pins.png
Pins as bars across the die edge, other pins in grey.
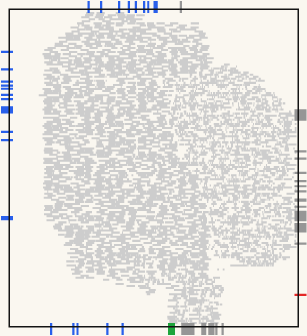
final_clocks.png
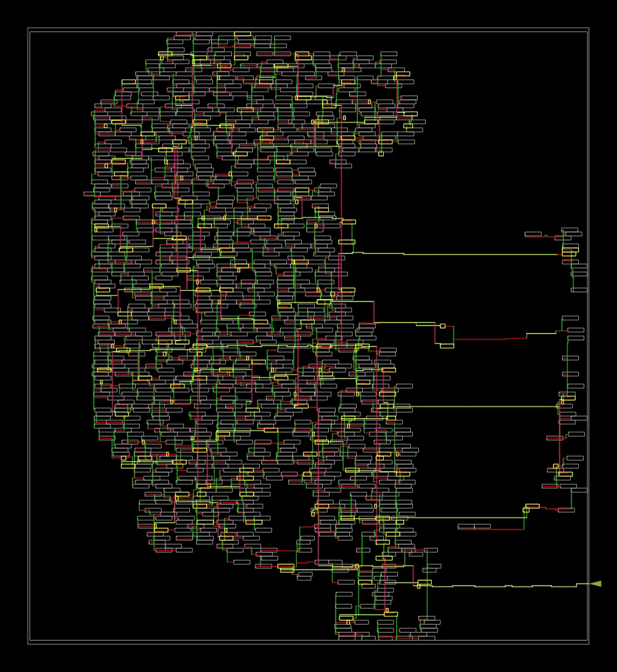
metal_stack.png
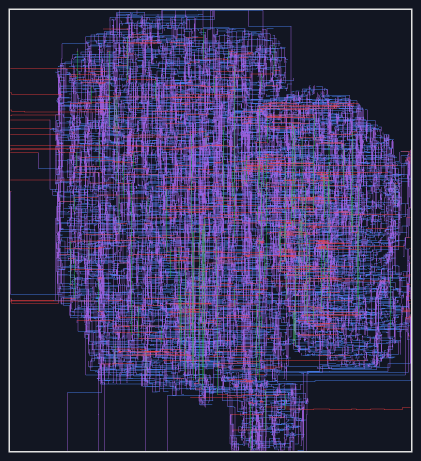
==> config.mk <==
export PLATFORM = sky130hd
export DESIGN_NAME = npu_mm_responder
export DESIGN_NICKNAME = d
export VERILOG_FILES = /design/src/rtl/npu_pkg.sv /design/src/rtl/npu_mac.sv /design/src/rtl/npu_mm_responder.sv
export SDC_FILE = /design/constraint.sdc
export NUM_CORES = 2
export LEC_CHECK = 0
export CORE_ASPECT_RATIO = 1.1
export CORE_UTILIZATION = 38
export DETAILED_ROUTE_END_ITERATION = 8
export DONT_BUFFER_PORTS = 1
export HOLD_SLACK_MARGIN = 0.03
export SYNTH_ARGS = -nofsm -noshare
export SYNTH_HDL_FRONTEND = slang
export SYNTH_SLANG_ARGS = --single-unit
==> constraint.sdc <==
create_clock -name clk -period 11.01 [get_ports clk]
set_input_delay 1.6515 -clock clk [delete_from_list [all_inputs] [get_ports clk]]
set_output_delay 1.6515 -clock clk [all_outputs]
set_load 0.005 [all_outputs]
==> impl_metrics.ini <==
; implementation run metrics
[run_status]
outcome = finished clean

[layout]
fin_area_sq_um = 66600
syn_to_final_growth_pct = 10.9
final-instance-count-excl-fill = 6132

[worst_setup_path]
cp_data_required_time_ns = 11.47
worst-path-max-fanout = 34
worstSetupPathDepth = 27
r2r_setup_slack_ns = 1.45

[sta]
slew_headroom_pct = 18.3
timing.final.setup_violations = 0
layout_min_cycle_time_ns = 9.56
endpoints_failing_hold = 0

[global_route]
grt_pass1_wl_um = 237000
global_route.overflow_total = 0

[clock_network]
htreeDepth = 3
ctsResizeCount = 0
path_clk_slew_ns = 0.06

[synth]
synth_flops = 1114
post_synth_main_area_contributors = edfxtp_1, fa_1, mux4_2, ha_1, inv_1
synthesized_area_per_cell_sq_um = 15.4
yosys.stat.chipArea_sq_um = 60000
post_synth_num_cell_types = 65

[floorplan]
core_area_sq_um = 157000
fp_util_pct = 38.4

[placed_design]
gp_congestion = 0.886

[route]
ant_nets = 0
route.detailed.drc = 0

[hold_path]
min-delay-path-class = reg2reg

[power_and_ir_drop]
Back to the opening pictures, pins.png:
| colour | port | pins | direction | edge |
|---|---|---|---|---|
| blue | `mem_rdata` | 32 | input | 16 left, 11 top, 5 bottom |
| red | `clk` | 1 | input | right |
| green | `rd_addr` | 8 | input | bottom |
all pins by edge: 41 bottom, 34 right, 16 left, 12 top
Port Buffers: 0
horizontal extent of the die: 381 um

Back to the opening pictures, final_clocks.png:
clock insertion delay at the later pin of the skew report: 0.75 ns
flip-flops: 1,114
TritonCTS buffer count: 108
total of clock buffers placed in the layout: 137

Back to the opening pictures, metal_stack.png:
| colour | layer | wire length |
|---|---|---|
| blue | met1 | 64.9 mm |
| green | met4 | 5,030 um |
| red | met3 | 10,200 um |
| purple | met2 | 80.5 mm |
total global-route track usage: 20.4%
Wirelength per Cell: 26.2 um
total number of vias: 32,700
drt total wl: 161,000 um

-- cells by family after synthesis --
logic type | synth area share, %
flip-flops | 55.4
AND/OR/NAND/NOR | 5.58
buffers and inverters | 4.91
adder cells (fa/ha/maj) | 18.4
multiplexers | 10.9
AND-OR/OR-AND | 3.08
XOR/XNOR | 1.65
-- final cells by class --
class / instances / area, sq um
antenna: 2 / 5.00
fill: 14000 / 89900
clock inverter: 56 / 622
sequential: 1114 / 33300
tap: 2079 / 2600
timing repair buffer: 118 / 948
multi-input combinational: 2057 / 24100
clock buffer: 137 / 2840
inverter: 569 / 2140
-- cells in the final DEF, fill, tap and decap left out, types with 26 or more instances in the layout --
master     count
mux4_2       274
xnor2_1       81
or2_2         34
ha_1         178
a21oi_1       84
nand2_1      250
nor2_4        33
clkbuf_1      26
fa_1         441
buf_4        113
inv_1        561
clkbuf_16    108
edfxtp_1    1080
and2_1        37
nor2_1       293
dfrtp_1       28
nand2b_1      55
-- per-layer routing --
layer | track usage, % | vias to the layer above | share of wire [%]
met5 | 0 | - | 0
met2 | 35.2 | 1111 | 50
li1 | - | 13800 | -
met3 | 3.11 | 230 | 6.3
met4 | 6.70 | 0 | 3.1
met1 | 26.4 | 17600 | 40
-- stage by stage --
step,setup WS [ns],util [%],hold slack [ns]
after floorplan,2.58,-,0.396
after global placement,1.31,40.3,0.537
after detailed placement,1.34,40.3,0.513
after CTS,1.35,42.5,0.545
after global routing,0.862,42.5,0.557
final,1.45,42.5,0.524
